placement_by_type.png
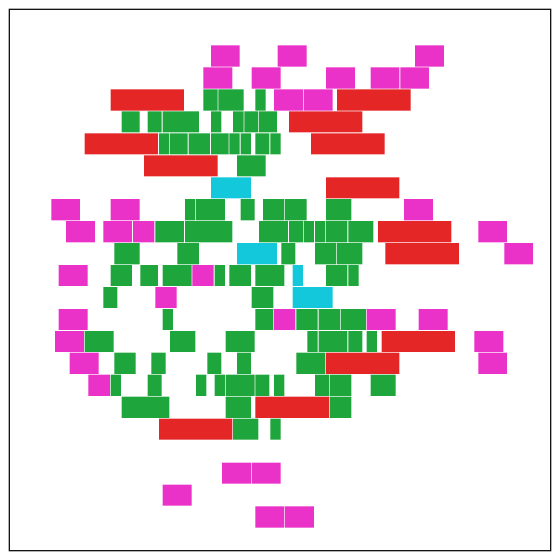
metal_density.png
Bar = 20 um. 13 x 13 tiles, from dark blue (low) to red (high), scaled to the fullest tile. Values are wire area over tile area, all layers added.
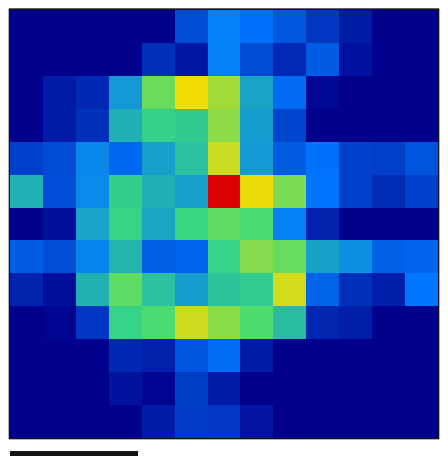
flops_by_reg.png
Bar = 20 um.
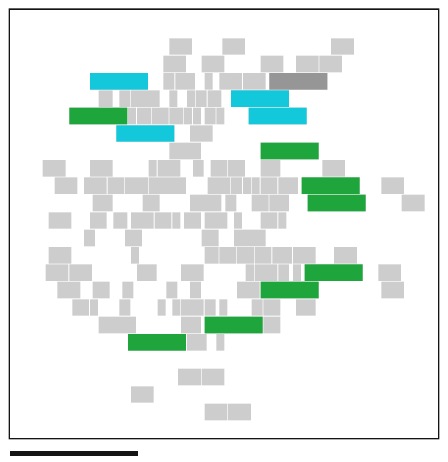
wires.png
Bar = 20 um.
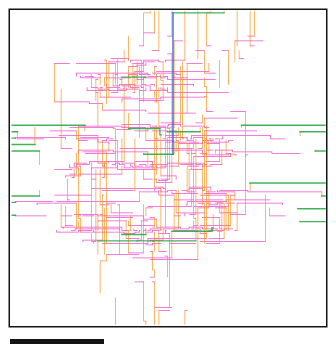
--- src/rtl/univ_shift_reg.sv ---
// Universal shift register: hold, shift, rotate, parallel load and clear,
// with a serial bit counter that pulses word_done each time a full word has shifted in.
module univ_shift_reg #(
    parameter int unsigned WIDTH = 8,
    parameter int unsigned CNT_W = $clog2(WIDTH + 1)
) (
    input  logic             clk,
    input  logic             clear_n,
    input  logic             en,
    input  logic [2:0]       mode,
    input  logic             si_r,
    input  logic             si_l,
    input  logic [WIDTH-1:0] pdin,
    output logic [WIDTH-1:0] q,
    output logic             so_r,
    output logic             so_l,
    output logic [CNT_W-1:0] cnt,
    output logic             word_done
);

    localparam logic [2:0] MODE_HOLD  = 3'b000;
    localparam logic [2:0] MODE_SHR   = 3'b001;
    localparam logic [2:0] MODE_SHL   = 3'b010;
    localparam logic [2:0] MODE_ROR   = 3'b011;
    localparam logic [2:0] MODE_ROL   = 3'b100;
    localparam logic [2:0] MODE_LOAD  = 3'b101;
    localparam logic [2:0] MODE_CLEAR = 3'b110;

    localparam logic [CNT_W-1:0] CNT_LAST = CNT_W'(WIDTH - 1);

    logic [WIDTH-1:0] q_q,    q_d;
    logic [CNT_W-1:0] cnt_q,  cnt_d;
    logic             done_q, done_d;
    logic             shift_c;

    // Next-state decode; word_done defaults low so it can only be a single-cycle pulse.
    always_comb begin
        q_d     = q_q;
        cnt_d   = cnt_q;
        done_d  = 1'b0;
        shift_c = 1'b0;
        if (en) begin
            case (mode)
                MODE_HOLD:  q_d = q_q;
                MODE_SHR: begin
                    q_d     = {si_r, q_q[WIDTH-1:1]};
                    shift_c = 1'b1;
                end
                MODE_SHL: begin
                    q_d     = {q_q[WIDTH-2:0], si_l};
                    shift_c = 1'b1;
                end
                MODE_ROR:   q_d = {q_q[0], q_q[WIDTH-1:1]};
                MODE_ROL:   q_d = {q_q[WIDTH-2:0], q_q[WIDTH-1]};
                MODE_LOAD: begin
                    q_d   = pdin;
                    cnt_d = '0;
                end
                MODE_CLEAR: begin
                    q_d   = '0;
                    cnt_d = '0;
                end
                default:    q_d = q_q;
            endcase
            if (shift_c) begin
                if (cnt_q == CNT_LAST) begin
                    cnt_d  = '0;
                    done_d = 1'b1;
                end else begin
                    cnt_d = cnt_q + CNT_W'(1);
                end
            end
        end
    end

    always_ff @(posedge clk or negedge clear_n) begin
        if (!clear_n) begin
            q_q    <= '0;
            cnt_q  <= '0;
            done_q <= 1'b0;
        end else begin
            q_q    <= q_d;
            cnt_q  <= cnt_d;
            done_q <= done_d;
        end
    end

    assign q         = q_q;
    assign cnt       = cnt_q;
    assign word_done = done_q;
    assign so_r      = q_q[0];
    assign so_l      = q_q[WIDTH-1];

endmodule

--- config.mk ---
export PLATFORM = sky130hd
export DESIGN_NAME = univ_shift_reg
export DESIGN_NICKNAME = d
export VERILOG_FILES = /design/src/rtl/univ_shift_reg.sv
export SDC_FILE = /design/constraint.sdc
export NUM_CORES = 1
export LEC_CHECK = 0
export ABC_AREA = 0
export CAP_MARGIN = 15
export CORE_MARGIN = 2
export CORE_UTILIZATION = 24
export CTS_CLUSTER_DIAMETER = 30
export CTS_CLUSTER_SIZE = 25
export DETAILED_ROUTE_END_ITERATION = 7
export PLACE_DENSITY = 0.59
export SETUP_SLACK_MARGIN = 0.2
export SKIP_CTS_REPAIR_TIMING = 1
export SYNTH_ARGS = -nofsm -noshare
export SYNTH_HDL_FRONTEND = slang
export SYNTH_SLANG_ARGS = --single-unit
--- constraint.sdc ---
create_clock -name clk -period 2.72 [get_ports clk]
set_input_delay 0.544 -clock clk [delete_from_list [all_inputs] [get_ports clk]]
set_output_delay 0.544 -clock clk [all_outputs]
set_load 0.02 [all_outputs]
==> run summary <==
flow finished, numbers: Max Cap Viol 0, ys async rst share 100.0%, max FFs per register 8, GRT overflow 0, P_clk roughly 0.17 mW, total power 0.7482 mW, syn nets between 100 and 150, final setup margin between 600 and 700 ps, Hold Slack around 550 ps, pre-CTS worst setup slack roughly 390 ps, GRT Overall Usage ~12%, startpoint types input pin, sequential power share a little over a third, largest net degree at the start of global routing 19, Commonest Layout Cell clkdlybuf4s50_1, RSZ-0062 raised after global routing false, run status complete, no violations, Starting DRT DRC Count 16, Initial Util 25.37%, Slew headroom 59.26%, synthesized area per cell ~9 um^2, fmax about 480 MHz, P_seq ~0.27 mW, Slew @ Worst Pin just over 600 ps, reg2reg end cnt[3], # diodes 0, Cells after Synth ~110, dpl cell area 1266 um^2, Seq cells post-synth 13, most numerous logic cells after layout clkdlybuf4s50_1 (30), dfrtp_1 (13), inv_1 (11), die outline width approximately 67 um, Final Wtd Congestion ~0.85, setup slack, reg-to-reg roughly 1300 ps, Max Slew Vio Count 0, Worst Hold Class reg -> reg, via count about 880, Post-DRT Antenna Nets 0, synth top area cells dfrtp_1 (34%), maj3_1 (7.4%), o22a_1 (6.5%), Net Switching about 0.26 mW, Layout Utilization 35.03%, Adder Area Share roughly 8.7%, count of tool warnings 26, drt total wl approximately 2500 um, Final Cell Area around 1300 um^2, Synth Seq Share 34.26%, Worst Path Class, Setup in -> reg, H-tree depth 1, clk_lat worst skew about 240 ps, chip area about 4500 um^2, Post-synth EDFFs 0, dpl cells approximately 180, hpwl dp 1871 um, nonclk buf count 35, area delta synth->final 38.08%, Non-clock buffers, area share between 20% and 30%, Sw Share about a third, Logic pwr share 40.8%, clk buf depth 2, crit path DRT roughly 2900 ps, worst-case reg-to-reg path depth 4, TAP cells ~48, CTS tree built, Static Leak approximately 0.54 nW, period utilisation layout between 70 and 80%
About placement_by_type.png:
combinational and other logic: in green, cells 80. flops: in red, cells 13. clock drivers and dummy loads: in cyan, cells 4. other buffers and delay cells: in magenta, cells 35.

About metal_density.png:
The fullest tile reaches 0.47. The densest ninth of the die: middle. 11% of the tiles are over half the peak. 34% of the tiles are nearly empty. The emptiest ninth of the die: bottom right.

About flops_by_reg.png:
`cnt`: in cyan, sequential cells 4, where top middle. `q`: in green, sequential cells 8.
Another 1 sequential cells are not coloured.

About wires.png:
metal 1: in magenta, wire length 1,190 um. metal 4: in blue, wire length 29.9 um. metal 3: in green, wire length 160 um. metal 2: in orange, wire length 1,070 um.

## worst max-delay path by stage
stage / slack, ps / from / cells past startpoint / end
CTS: 640 / mode[1] / 5 / cnt[2]
global route: 530 / mode[1] / 5 / cnt[2]
floorplan: 1170 / mode[2] / 5 / q[0]
finish: 610 / mode[1] / 5 / cnt[2]
global placement: 430 / mode[1] / 5 / cnt[2]
detailed placement: 390 / mode[1] / 5 / cnt[2]
## worst max-delay path, stage by stage
cell and delay, ps:
clkdlybuf4s50_1 650, and2b_1 370, o21ai_4 130, or4b_1 480, nand3_1 90
## per-layer routing
metal	vias to the layer above	share of wire [%]	track usage [%]
met1	410	49	17.17
met2	30	44	17.50
met3	2	6.5	3.716
met5	-	0	0
met4	0	1.2	4.592
li1	435	-	-
Power and IR drop assume default switching activity.
